### config.mk
export PLATFORM = sky130hd
export DESIGN_NAME = seg_scan_display
export DESIGN_NICKNAME = d
export VERILOG_FILES = /design/src/rtl/seg_disp_pkg.sv /design/src/rtl/seg_hex_font.sv /design/src/rtl/seg_scan_display.sv
export SDC_FILE = /design/constraint.sdc
export NUM_CORES = 1
export LEC_CHECK = 0
export CORE_ASPECT_RATIO = 0.8
export CORE_UTILIZATION = 30
export CTS_CLUSTER_DIAMETER = 30
export DETAILED_ROUTE_END_ITERATION = 12
export SLEW_MARGIN = 20
export SYNTH_ARGS = -nofsm -noshare
export SYNTH_HDL_FRONTEND = slang
export SYNTH_HIERARCHICAL = 1
export SYNTH_SLANG_ARGS = --single-unit
### constraint.sdc
create_clock -name i_clk -period 3.1 [get_ports i_clk]
set_clock_uncertainty 0.05 [all_clocks]
set_input_delay 0.62 -clock i_clk [delete_from_list [all_inputs] [get_ports i_clk]]
set_output_delay 0.62 -clock i_clk [all_outputs]
set_load 0.005 [all_outputs]
### src/rtl/seg_disp_pkg.sv
// Shared constants and hex font for the seven-segment display blocks.
package seg_disp_pkg;

  localparam int NIB_W = 4;
  localparam int SEG_W = 8;

  // Active-low segment patterns {dp,g,f,e,d,c,b,a}
  localparam logic [SEG_W-1:0] SEG_OFF     = 8'hFF;
  localparam logic [SEG_W-1:0] SEG_DP_ONLY = 8'h7F;

  // Hex digit to active-low segments; dp (bit 7) is always returned off.
  function automatic logic [SEG_W-1:0] hex_font(input logic [NIB_W-1:0] nib);
    logic [SEG_W-1:0] seg;
    case (nib)
      4'h0: seg = 8'hC0;
      4'h1: seg = 8'hF9;
      4'h2: seg = 8'hA4;
      4'h3: seg = 8'hB0;
      4'h4: seg = 8'h99;
      4'h5: seg = 8'h92;
      4'h6: seg = 8'h82;
      4'h7: seg = 8'hF8;
      4'h8: seg = 8'h80;
      4'h9: seg = 8'h90;
      4'hA: seg = 8'h88;
      4'hB: seg = 8'h83;
      4'hC: seg = 8'hC6;
      4'hD: seg = 8'hA1;
      4'hE: seg = 8'h86;
      default: seg = 8'h8E;
    endcase
    return seg;
  endfunction

endpackage

### src/rtl/seg_hex_font.sv
// Combinational decoder: nibble + decimal point + blank -> active-low segments.
module seg_hex_font
  import seg_disp_pkg::*;
(
  input  logic [NIB_W-1:0] i_nib,
  input  logic             i_dp,
  input  logic             i_blank,
  output logic [SEG_W-1:0] o_seg
);

  // A blanked digit still shows its decimal point so fixed-point readouts keep their dot.
  always_comb begin
    if (i_blank) o_seg = i_dp ? SEG_DP_ONLY : SEG_OFF;
    else         o_seg = hex_font(i_nib) & {~i_dp, 7'h7F};
  end

endmodule

### src/rtl/seg_scan_display.sv
// Multiplexed common-anode seven-segment scanner with blanking, PWM brightness,
// leading-zero suppression and frame-synchronous double-buffered data.
module seg_scan_display
  import seg_disp_pkg::*;
#(
  parameter int DIGITS    = 4,
  parameter int SCAN_DIV  = 65536,
  parameter int BLANK_CYC = 256
) (
  input  logic                    i_clk,
  input  logic                    i_rst_n,
  input  logic [NIB_W*DIGITS-1:0] i_data_in,
  input  logic [DIGITS-1:0]       i_dp_in,
  input  logic                    i_data_vld,
  input  logic                    i_lz_en,
  input  logic [3:0]              i_bright,
  output logic                    o_frame_sync,
  output logic [DIGITS-1:0]       o_bit_code,
  output logic [SEG_W-1:0]        o_seg_code
);

  localparam int CNT_W   = $clog2(SCAN_DIV);
  localparam int IDX_W   = $clog2(DIGITS);
  localparam int SUB_DIV = SCAN_DIV / 16;
  localparam int SUB_W   = $clog2(SUB_DIV);

  logic [CNT_W-1:0]        r_cnt;
  logic [IDX_W-1:0]        r_idx;
  logic [SUB_W-1:0]        r_sub_cyc;
  logic [3:0]              r_sub;
  logic [NIB_W*DIGITS-1:0] r_pend, r_shad;
  logic [DIGITS-1:0]       r_pend_dp, r_shad_dp;
  logic                    r_pend_vld;
  logic                    r_frame_sync;
  logic [DIGITS-1:0]       r_bit_code;
  logic [SEG_W-1:0]        r_seg_code;

  logic                    w_slot_end, w_frame_end, w_sub_end, w_active;
  logic [DIGITS-1:0]       w_blank_vec, w_sel;
  logic                    w_zero_run;
  logic [SEG_W-1:0]        w_seg;

  assign w_slot_end  = (r_cnt == CNT_W'(SCAN_DIV - 1));
  assign w_frame_end = w_slot_end && (r_idx == IDX_W'(DIGITS - 1));
  assign w_sub_end   = (r_sub_cyc == SUB_W'(SUB_DIV - 1));
  // r_sub tracks cnt / (SCAN_DIV/16) without a divider
  assign w_active    = (r_cnt >= CNT_W'(BLANK_CYC)) && (r_sub <= i_bright);

  // Slot counter, PWM subphase and digit index
  always_ff @(posedge i_clk or negedge i_rst_n) begin
    if (!i_rst_n) begin
      r_cnt     <= '0;
      r_idx     <= '0;
      r_sub_cyc <= '0;
      r_sub     <= '0;
    end else if (w_slot_end) begin
      r_cnt     <= '0;
      r_sub_cyc <= '0;
      r_sub     <= '0;
      r_idx     <= (r_idx == IDX_W'(DIGITS - 1)) ? '0 : r_idx + 1'b1;
    end else begin
      r_cnt <= r_cnt + 1'b1;
      if (w_sub_end) begin
        r_sub_cyc <= '0;
        r_sub     <= r_sub + 1'b1;
      end else begin
        r_sub_cyc <= r_sub_cyc + 1'b1;
      end
    end
  end

  // Pending/shadow buffers; a strobe on the boundary cycle lands in pending for next frame
  always_ff @(posedge i_clk or negedge i_rst_n) begin
    if (!i_rst_n) begin
      r_pend       <= '0;
      r_pend_dp    <= '0;
      r_pend_vld   <= 1'b0;
      r_shad       <= '0;
      r_shad_dp    <= '0;
      r_frame_sync <= 1'b0;
    end else begin
      r_frame_sync <= w_frame_end;
      if (w_frame_end && r_pend_vld) begin
        r_shad    <= r_pend;
        r_shad_dp <= r_pend_dp;
      end
      if (i_data_vld) begin
        r_pend     <= i_data_in;
        r_pend_dp  <= i_dp_in;
        r_pend_vld <= 1'b1;
      end else if (w_frame_end) begin
        r_pend_vld <= 1'b0;
      end
    end
  end

  // Leading-zero mask (scan from the top digit down) and one-hot digit select
  always_comb begin
    w_blank_vec = '0;
    w_sel       = '0;
    w_zero_run  = 1'b1;
    for (int i = DIGITS - 1; i >= 0; i--) begin
      w_zero_run     = w_zero_run && (r_shad[i*NIB_W +: NIB_W] == '0);
      w_blank_vec[i] = i_lz_en && (i != 0) && w_zero_run;
    end
    w_sel[r_idx] = 1'b1;
  end

  seg_hex_font u_font (
    .i_nib   (r_shad[NIB_W*int'(r_idx) +: NIB_W]),
    .i_dp    (r_shad_dp[r_idx]),
    .i_blank (w_blank_vec[r_idx]),
    .o_seg   (w_seg)
  );

  // Registered pin drivers; everything off outside the active window
  always_ff @(posedge i_clk or negedge i_rst_n) begin
    if (!i_rst_n) begin
      r_bit_code <= '1;
      r_seg_code <= SEG_OFF;
    end else begin
      r_bit_code <= w_active ? ~w_sel : '1;
      r_seg_code <= w_active ? w_seg : SEG_OFF;
    end
  end

  assign o_frame_sync = r_frame_sync;
  assign o_bit_code   = r_bit_code;
  assign o_seg_code   = r_seg_code;

endmodule

==> flow_summary.ini <==
; generated from flow reports
[logic_synthesis]
edf_count = 0
synth_cells = 343
synth.yosys.warnings = 6
yosys_chip_area_um2 = 4280
fp_nets = 390
syn_area_um2 = 4280
yosys_most_used_dff = dfrtp_1
cells_yosys = 343
post_synth.cell_area_avg_um2 = 12.5
ys_seq_elements = 88
ffs_w_async_s_r_synth_pct = 100
synth_seq_share_pct = 51.9
netlist-cell-type-count = 45

[routing]
drcViolationCount = 0
ant_nets = 0
detail_route.iter0.violations = 112
firstDrtPassIters = 4
routed_via_density = 4.66

[final_timing]
period_needed_ns = 2.52
min_period_over_period_pct = 81.3
timing.fmax_mhz = 397
timing_max_transition_violations_final = 0
slew_at_the_pin_with_the_worst_max_slew_slack_ns = 0.966
worst_slew_margin_rel_pct = 35.4
finalHoldViolations = 0
fin_setup_tns_ns = 0
holdWs_ns = 0.221
setup_viol_count_final = 0
grt_setup_unrepaired = false

[finish]
highest_count_cells_in_the_layout_ignoring_fill_and_taps = 76 x dfrtp_1, 39 x clkdlybuf4s50_1, 27 x nor2_1
fraction_of_final_layout_cells_with_drive_strength_greater_than_1_pct = 22.1
num-nets-final = 431
multiInputGateArea_um2 = 1900
areaGrowthSynthToFinish_pct = 20.9
fillCellCount = 1319
final_layout_top_logic_cell = dfrtp_1
final-seq-area_um2 = 2220
num_antenna_cells = 0

[worst_setup_path]
rr_startpoint = r_idx[0]
crit_path_top_delay_cell = mux4_2
reg2regPathDepth = 6
path_max_fanout = 9
crit_type = flip-flop to flip-flop
slowest_delay_ns = 0.65
r2r-end = o_seg_code[1]
cp-end-kind = flip-flop
cp_cell_sequence = mux4_2 -> inv_1 -> ha_1 -> or2_2 -> a311o_1 -> nand2b_1
arrival_ns = 2.73
worst_setup_path_start_kind = flip-flop
setup.reg_to_reg.worst_slack_ns = 0.58
critical_path_required_ns = 3.31

[floorplanning]
rows = 38
dieArea_um2 = 14700
fp-utilization_pct = 31.1
boundaryPins = 41

[place]
place.port_buffers = 40
dp.final_hpwl_mm = 5.66
finalWeightedCongestion = 0.769

[cts]
ctsLongestPathBuffers = 2
cts_made_buffers = 9
cts_htree_levels = 3
path_clk_slew_ns = 0.06
tritoncts_clock_tree = yes
clock_tree.root_cell = clkbuf_16
post_cts_hold_buffer_count = 0
post_cts_buffers = 0
cts.sink_count = 88
cts.repair.resized = 0

[run_status]
run_status = complete, no violations

[flow_run]
maxCapViolations = 0
warnings = 37

[grt]
initial_antenna_violation_count = 0
grt_max_degree = 47
grt_overflow_total = 0
grt_first_pass_wirelength_mm = 13.3
via_count_of_the_first_global_routing_pass = 2639

[power_and_ir_drop]
powerDensity_nw_per_um2 = 462
cellLeakagePower_nw = 2.31

[hold_path]
holdCritPathClass = primary input to async pin
report_power, final:
| part | switching [mW] | leakage [nW] | internal [mW] |
|---|---|---|---|
| Sequential | 0.0152 | 1.11 | 1.18 |
| Combinational | 0.0408 | 1.04 | 0.0590 |
| Clock | 0.448 | 0.153 | 0.650 |
logic make-up (layout without fill, tap and decap cells):
logic type                 after synthesis  count (layout)  share of synthesized area (%)
and+or+nand+nor                        108             108                           14.3
DFF                                     88              88                           51.9
muxes                                   51              51                           16.4
buffers and inverters                   34              80                           3.69
xor gates and xnor gates                25              25                           5.12
adders and majority gates               19              19                           5.56
AOI/OAI and AO/OA                       18              18                           3.07
sequential cells by signal, indices dropped and copies added (netlist names):
name          cells
r_shad           16
r_cnt            16
r_pend           16
r_sub             4
r_pend_dp         4
o_bit_code        4
r_shad_dp         4
r_pend_vld        1
r_idx             2
o_seg_code        8
r_sub_cyc        12
o_frame_sync      1
cells in the mapped netlist, drive strengths merged (5+ instances only):
cell | number | area share, %
ha | 19 | 5.6
clkbuf | 8 | 0.70
dfstp | 12 | 7.4
mux4 | 5 | 2.6
inv | 19 | 1.7
o21ai | 5 | 0.59
mux2 | 42 | 13
buf | 7 | 1.3
nor2 | 27 | 2.4
xor2 | 12 | 2.5
nand2b | 11 | 1.6
nor4 | 8 | 1.5
nand2 | 16 | 1.4
nand3 | 11 | 1.4
nand4 | 12 | 2.4
xnor2 | 13 | 2.7
nor3 | 5 | 0.59
dfrtp | 76 | 44
cell type report:
type / instances / share of cell area [%]
Multi-Input combinational cell: 221 / 36.8
Clock inverter: 6 / 1.28
Tap cell: 180 / 4.36
Sequential cell: 88 / 42.9
Inverter: 19 / 1.38
Timing Repair Buffer: 45 / 8.67
Clock buffer: 10 / 4.62
critical path, delay by kind of cell, from the launching register on:
family / cells / cell delay, ns
simple gates: 2 / 0.45
fa+ha+maj: 1 / 0.25
buf+inv: 1 / 0.16
flops: 1 / 0.59
compound gates: 1 / 0.30
mux: 1 / 0.65
routing by layer:
metal / track usage, % / part of all wire (%)
met5: 0 / 0
met4: 3.93 / 1.4
met3: 3.44 / 4.4
met2: 16.6 / 41
met1: 16.9 / 53
per-stage QoR:
step,power (mW),worst slack [ns],cells,cell area [um^2],util (%)
after floorplan,1.24,0.571,343,4280,-
after global placement,1.31,0.634,553,4860,35.4
after detailed placement,1.31,0.589,553,4860,35.4
after CTS,2.43,0.569,569,5170,37.6
after global routing,2.48,0.438,569,5170,37.6
final,2.39,0.579,569,5170,37.6
worst max path at each step:
stage	startpoint	end	slack, ns	cells after the start
2_1_floorplan	r_idx[0]	o_seg_code[1]	0.57	7
3_3_place_gp	r_idx[0]	o_seg_code[1]	0.63	6
3_5_place_dp	r_idx[0]	o_seg_code[1]	0.59	6
4_1_cts	r_idx[0]	o_seg_code[1]	0.57	6
5_1_grt	r_idx[0]	o_seg_code[1]	0.44	6
6_report	r_idx[0]	o_seg_code[1]	0.58	6
Figure 1. Clock distribution.
Scale bar: 50 um.
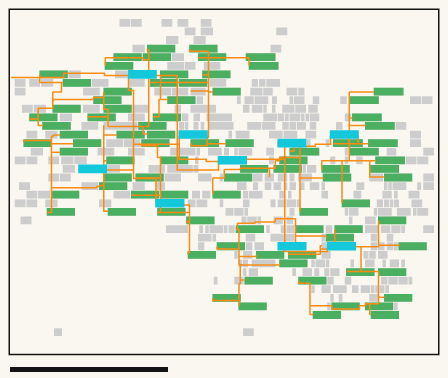
[cyan] cells driving clock nets | count: 9
[orange] clock wires | length: 1110 um
[green] flip-flops | count: 88
routed clock nets	10
power in the clock group: 1.10 mW
clock latency of the later-clocked register in the worst-skew pair: 0.34 ns

Figure 2. Wiring by layer.
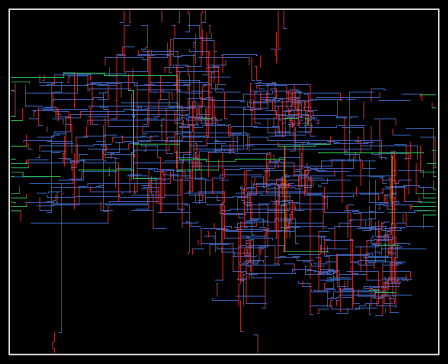
color	layer	wire length
red	met2	3190 um
blue	met1	4180 um
green	met3	344 um
orange	met4	112 um
overall global routing resource usage: 11.7%
routed length per placed instance: 13.8 um
vias post-DR: 2651
final wirelength: 7.83 mm

Figure 3. PDN straps and rails.
Scale bar: 50 um. Pins as bars on the die edge.
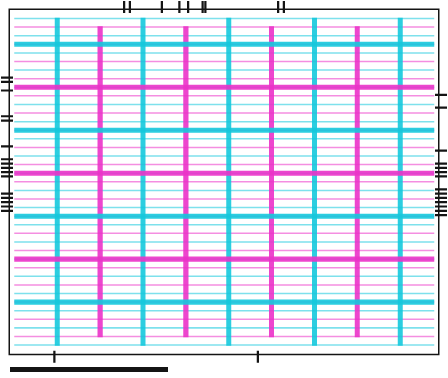
color	net
cyan	VSS
magenta	VDD
met5 straps	7
met1 rails	39
signal pins	41
met4 straps	9
overall die height: 109 um
Peak supply drop: 0.000268 V
Die Span X: 135 um
Std-Cell Core Area: 13700 um^2

Power and IR drop assume default switching activity.
